`config.mk`:
```
export PLATFORM = sky130hd
export DESIGN_NAME = cmos_frame_writer
export DESIGN_NICKNAME = d
export VERILOG_FILES = /design/src/rtl/cmos_frame_writer.sv
export SDC_FILE = /design/constraint.sdc
export NUM_CORES = 1
export LEC_CHECK = 0
export CAP_MARGIN = 20
export CORE_ASPECT_RATIO = 1.5
export CORE_MARGIN = 2
export CORE_UTILIZATION = 25
export DETAILED_ROUTE_END_ITERATION = 8
export DONT_BUFFER_PORTS = 1
export GPL_TIMING_DRIVEN = 0
export PLACE_DENSITY = 0.38
export SLEW_MARGIN = 20
export SYNTH_ARGS = -nofsm -noshare
export SYNTH_HDL_FRONTEND = slang
export SYNTH_SLANG_ARGS = --single-unit
```
`constraint.sdc`:
```
create_clock -name iCLK -period 4 [get_ports iCLK]
set_input_delay 0.4 -clock iCLK [delete_from_list [all_inputs] [get_ports iCLK]]
set_output_delay 0.4 -clock iCLK [all_outputs]
set_load 0.005 [all_outputs]
```
`src/rtl/cmos_frame_writer.sv`:
```
// cmos_frame_writer: buffers the RGB565 pixel stream and writes it to SDRAM
// in fixed bursts, alternating between two ping-pong frame banks.
module cmos_frame_writer #(
  parameter int BURST_LEN   = 8,
  parameter int FIFO_DEPTH  = 32,
  parameter int FRAME_WORDS = 130560,
  parameter int ADDR_W      = 22
) (
  input  logic              iCLK,
  input  logic              iRST,
  input  logic              iFRAME_VALID,
  input  logic              iPIX_EN,
  input  logic [15:0]       iPIX_DATA,
  output logic              oWR_REQ,
  output logic [ADDR_W-1:0] oWR_ADDR,
  input  logic              iWR_ACK,
  input  logic              iWR_DATA_REQ,
  output logic [15:0]       oWR_DATA,
  output logic              oRD_BANK,
  output logic              oFRAME_DONE,
  output logic              oOVERFLOW
);

  localparam int PW = $clog2(FIFO_DEPTH);
  localparam int CW = PW + 1;
  localparam int FW = $clog2(FRAME_WORDS + 1);
  localparam int BW = $clog2(BURST_LEN + 1);
  localparam int OW = ADDR_W - 1;

  localparam logic [CW-1:0] C_DEPTH = CW'(FIFO_DEPTH);
  localparam logic [CW-1:0] C_BURST = CW'(BURST_LEN);
  localparam logic [FW-1:0] F_FRAME = FW'(FRAME_WORDS);
  localparam logic [FW-1:0] F_BURST = FW'(BURST_LEN);
  localparam logic [OW-1:0] O_BURST = OW'(BURST_LEN);
  localparam logic [BW-1:0] B_LAST  = BW'(BURST_LEN - 1);

  typedef enum logic [1:0] {S_IDLE, S_REQ, S_DATA} state_t;

  state_t r_state;
  state_t w_next;

  logic [15:0]       r_mem [FIFO_DEPTH];
  logic [PW-1:0]     r_wptr;
  logic [PW-1:0]     r_rptr;
  logic [CW-1:0]     r_count;
  logic [FW-1:0]     r_pushed;
  logic [FW-1:0]     r_written;
  logic [OW-1:0]     r_offset;
  logic [BW-1:0]     r_beat;
  logic [ADDR_W-1:0] r_addr;
  logic [15:0]       r_data;
  logic              r_fv_d;
  logic              r_restart;
  logic              r_rd_bank;
  logic              r_done;
  logic              r_ovf;

  logic              w_rise;
  logic              w_full;
  logic              w_try;
  logic              w_push;
  logic              w_req;
  logic              w_load;
  logic              w_clear;
  logic              w_pop;
  logic              w_last;
  logic [FW-1:0]     w_written_nxt;

  assign w_rise        = iFRAME_VALID & ~r_fv_d;
  assign w_full        = (r_count == C_DEPTH);
  assign w_try         = iPIX_EN & iFRAME_VALID & (r_pushed < F_FRAME)
                       & ~r_restart & ~w_rise;
  assign w_push        = w_try & ~w_full;
  assign w_written_nxt = r_written + F_BURST;

  always_ff @(posedge iCLK) begin
    if (iRST) r_state <= S_IDLE;
    else      r_state <= w_next;
  end

  always_comb begin
    w_next = r_state;
    unique case (r_state)
      S_IDLE: if (!r_restart && r_count >= C_BURST) w_next = S_REQ;
      S_REQ:  if (iWR_ACK) w_next = S_DATA;
      S_DATA: if (iWR_DATA_REQ && r_beat == B_LAST) w_next = S_IDLE;
      default: w_next = S_IDLE;
    endcase
  end

  always_comb begin
    w_req   = 1'b0;
    w_load  = 1'b0;
    w_clear = 1'b0;
    w_pop   = 1'b0;
    w_last  = 1'b0;
    unique case (r_state)
      S_IDLE: begin
        w_clear = r_restart;
        w_load  = ~r_restart & (r_count >= C_BURST);
      end
      S_REQ:  w_req = 1'b1;
      S_DATA: begin
        w_pop  = iWR_DATA_REQ;
        w_last = iWR_DATA_REQ & (r_beat == B_LAST);
      end
      default: ;
    endcase
  end

  always_ff @(posedge iCLK) begin
    if (w_push) r_mem[r_wptr] <= iPIX_DATA;
  end

  always_ff @(posedge iCLK) begin
    if (iRST) begin
      r_fv_d    <= 1'b0;
      r_restart <= 1'b0;
      r_wptr    <= '0;
      r_rptr    <= '0;
      r_count   <= '0;
      r_pushed  <= '0;
      r_written <= '0;
      r_offset  <= '0;
      r_beat    <= '0;
      r_addr    <= '0;
      r_data    <= '0;
      r_rd_bank <= 1'b0;
      r_done    <= 1'b0;
      r_ovf     <= 1'b0;
    end else begin
      r_fv_d <= iFRAME_VALID;
      r_done <= 1'b0;
      if (w_rise)       r_restart <= 1'b1;
      else if (w_clear) r_restart <= 1'b0;
      if (w_rise)       r_pushed <= '0;
      else if (w_push)  r_pushed <= r_pushed + FW'(1);
      if (w_try & w_full) r_ovf <= 1'b1;
      if (w_pop) begin
        r_data <= r_mem[r_rptr];
        r_beat <= w_last ? '0 : r_beat + BW'(1);
      end
      // A pending restart flushes the FIFO only once the bus is idle
      if (w_clear) begin
        r_wptr  <= '0;
        r_rptr  <= '0;
        r_count <= '0;
      end else begin
        if (w_push) r_wptr <= r_wptr + PW'(1);
        if (w_pop)  r_rptr <= r_rptr + PW'(1);
        if (w_push && !w_pop)      r_count <= r_count + CW'(1);
        else if (!w_push && w_pop) r_count <= r_count - CW'(1);
      end
      if (w_load) r_addr <= {~r_rd_bank, r_offset};
      if (w_last) begin
        if (w_written_nxt == F_FRAME) begin
          r_rd_bank <= ~r_rd_bank;
          r_done    <= 1'b1;
          r_offset  <= '0;
          r_written <= '0;
        end else begin
          r_offset  <= r_offset + O_BURST;
          r_written <= w_written_nxt;
        end
      end
      if (w_clear) begin
        r_offset  <= '0;
        r_written <= '0;
      end
    end
  end

  assign oWR_REQ     = w_req;
  assign oWR_ADDR    = r_addr;
  assign oWR_DATA    = r_data;
  assign oRD_BANK    = r_rd_bank;
  assign oFRAME_DONE = r_done;
  assign oOVERFLOW   = r_ovf;

endmodule

```
==> impl_metrics.json <==
{
  "run_status": "finished, final reports clean",
  "worstPathBufferInverterCount": 2,
  "power_leakage_nw": 8.836,
  "synth-warning-count": 0,
  "logic_family": "multiplexers",
  "hold_viol": 0,
  "timing.critical_path.from_type": "flip-flop",
  "h-tree-depth": 2,
  "ioPinCount": 64,
  "synth_largest_type_area_fraction_pct": 62.79,
  "warning_count": 29,
  "post_cts.resized_instances": 0,
  "report.final.setup_viol": 0,
  "synth-edff-count": 512,
  "top_cell": "sky130_fd_sc_hd__edfxtp_1",
  "netlist.top_cell.by_area": "sky130_fd_sc_hd__edfxtp_1",
  "cpPeakStageDelay_ns": 0.69,
  "floorplan.core_util_pct": 25.23,
  "post_synth_main_area_contributors": "sky130_fd_sc_hd__edfxtp_1 63%, sky130_fd_sc_hd__mux4_2 15%, sky130_fd_sc_hd__dfxtp_1 9.1%, sky130_fd_sc_hd__nor2_1 1.8%, sky130_fd_sc_hd__nand2_1 1.2%",
  "crit-reg2reg-launch": "r_count[0]",
  "cp.depth": 13,
  "dpl.cell_count": 2657,
  "clock_power_share_pct": 44.3,
  "p_int_mw": 10.38,
  "timing.fmax_ghz": 0.2796,
  "cts_hold_buf": 27,
  "final.setup.worst_slack_ns": 0.4241,
  "routabilityCongestion": 0.7434,
  "critical-path-top-delay-family": "simple AND/OR/NAND/NOR gates",
  "holdCritPathClass": "in -> reg",
  "critical_path.cell_chain": "or4b_2 > nor3_2 > nor2b_1 > buf_2 > ha_1 > inv_1 > ha_1 > a21o_1 > a21o_1 > a211o_1 > o211ai_1 > xnor2_1 > nor2_1",
  "final-instance-count-excl-fill": 2799,
  "hpwlAfterDp_um": 46260,
  "synthesis.area_per_instance_sq_um": 18.11,
  "antenna_cells_inserted": 0,
  "timing.reg2reg.setup_slack_ns": 0.42,
  "dr.first_iter.drc_count": 848,
  "ff_type": "sky130_fd_sc_hd__edfxtp_1",
  "worst-slew-pin-transition_ns": 1.040
}
## sequential cells by signal, summed over array words and instances, names as in the netlist, 5 cells and up
register / cells
oWR_ADDR: 19
oWR_DATA: 16
r_count: 6
r_mem: 512
r_offset: 18
r_pushed: 17
r_rptr: 5
r_wptr: 5
r_written: 14
## final cells by class
type / count / area, sq um
clock buffers: 79 / 1728
flip-flops and latches: 623 / 17600
clock inverters: 36 / 309.0
fillers: 9548 / 67640
plain buffers: 75 / 380.4
inverters: 8 / 30.03
well taps: 1278 / 1599
multi-input cells: 648 / 6729
repair buffers: 52 / 1027
## cells by family (layout without fill, tap and decap cells)
family,count (synthesis),in the layout
DFF,623,623
xor gates and xnor gates,52,52
and+or+nand+nor,321,321
adders and majority gates,15,15
buffers and inverters,83,250
muxes,165,165
AOI/OAI and AO/OA,92,92
other,1,3
## per-layer routing
layer,vias up,part of all wire [%]
met4,2,1.7
met1,6642,39
li1,5597,-
met5,-,0.019
met3,77,2.8
met2,161,57
## cells in the final DEF (no fill, tap or decap), types with 11 or more instances in the layout
master	n
sky130_fd_sc_hd__edfxtp_1	512
sky130_fd_sc_hd__mux4_2	160
sky130_fd_sc_hd__dfxtp_1	111
sky130_fd_sc_hd__nor2_1	86
sky130_fd_sc_hd__nand2_1	79
sky130_fd_sc_hd__clkbuf_16	66
sky130_fd_sc_hd__a21oi_1	44
sky130_fd_sc_hd__clkbuf_1	39
sky130_fd_sc_hd__nor2_4	31
sky130_fd_sc_hd__xor2_1	27
sky130_fd_sc_hd__xnor2_1	25
sky130_fd_sc_hd__nor3_1	24
sky130_fd_sc_hd__buf_16	20
sky130_fd_sc_hd__buf_2	19
sky130_fd_sc_hd__nand3_1	19
sky130_fd_sc_hd__buf_12	17
sky130_fd_sc_hd__o22ai_1	16
sky130_fd_sc_hd__clkinv_2	16
sky130_fd_sc_hd__buf_4	15
sky130_fd_sc_hd__nand4_1	15
sky130_fd_sc_hd__ha_1	14
sky130_fd_sc_hd__nor2_2	12
sky130_fd_sc_hd__dlygate4sd3_1	11
## power groups by stage
stage | Sequential, mW | Combinational, mW | Clock [mW]
after CTS | 7.03 | 0.334 | 6.06
after detailed placement | 7.17 | 0.208 | 0
final | 7.03 | 0.321 | 5.86
after global routing | 7.03 | 0.354 | 6.28
after global placement | 7.17 | 0.202 | 0
after floorplan | 7.17 | 0.136 | 0
## stage by stage
stage / cell area, sq um / util, % / setup TNS, ns / hold slack [ns] / power (mW)
2_1_floorplan: 24490 / - / 0 / 0.4291 / 7.306
3_3_place_gp: 26090 / 26.89 / -56.32 / 0.4494 / 7.375
3_5_place_dp: 26970 / 27.79 / 0 / 0.4747 / 7.381
4_1_cts: 29410 / 30.30 / 0 / 0.001047 / 13.43
5_1_grt: 29400 / 30.30 / 0 / 0.02029 / 13.67
6_report: 29400 / 30.30 / 0 / 0.05892 / 13.21
Floorplan with the power grid:
The bar under the picture is 100 um long. Pins as bars on the die edge. Tap cells in grey.
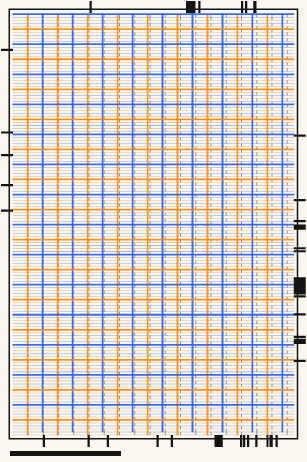
legend:
  blue:
    net: VDD
  orange:
    net: VSS
rows: 140
signal pins: 64
core outline area: 0.09704 sq mm
Die Width: 259.5 um
Vert. Die Dim: 387.3 um
Max IR drop VDD: 0.0003061 V

Routing congestion map:
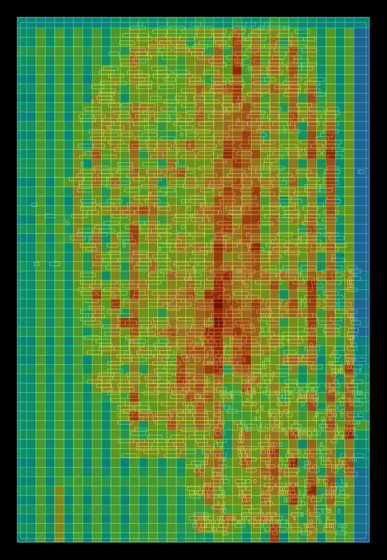
global routing usage on met1: 15.47%
detail-routed net length per standard cell: 24.11 um
Global Route Usage Sum: 13.52%
met2 global-route usage: 26.13%
utilization after layout: 30.30%

Routed metal, one colour a layer:
Two of the layers only.
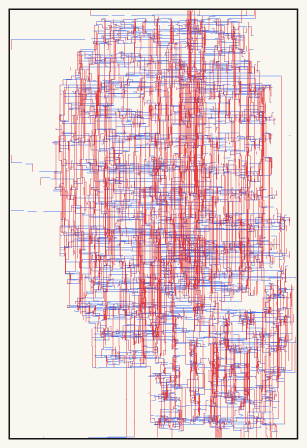
legend:
  blue:
    layer: M1
    wire_length: 26.3 mm
  red:
    layer: M2
    wire_length: 38.2 mm
Post-Route WL: 67480 um
via total after detailed routing: 12480

Power and IR drop assume default switching activity.
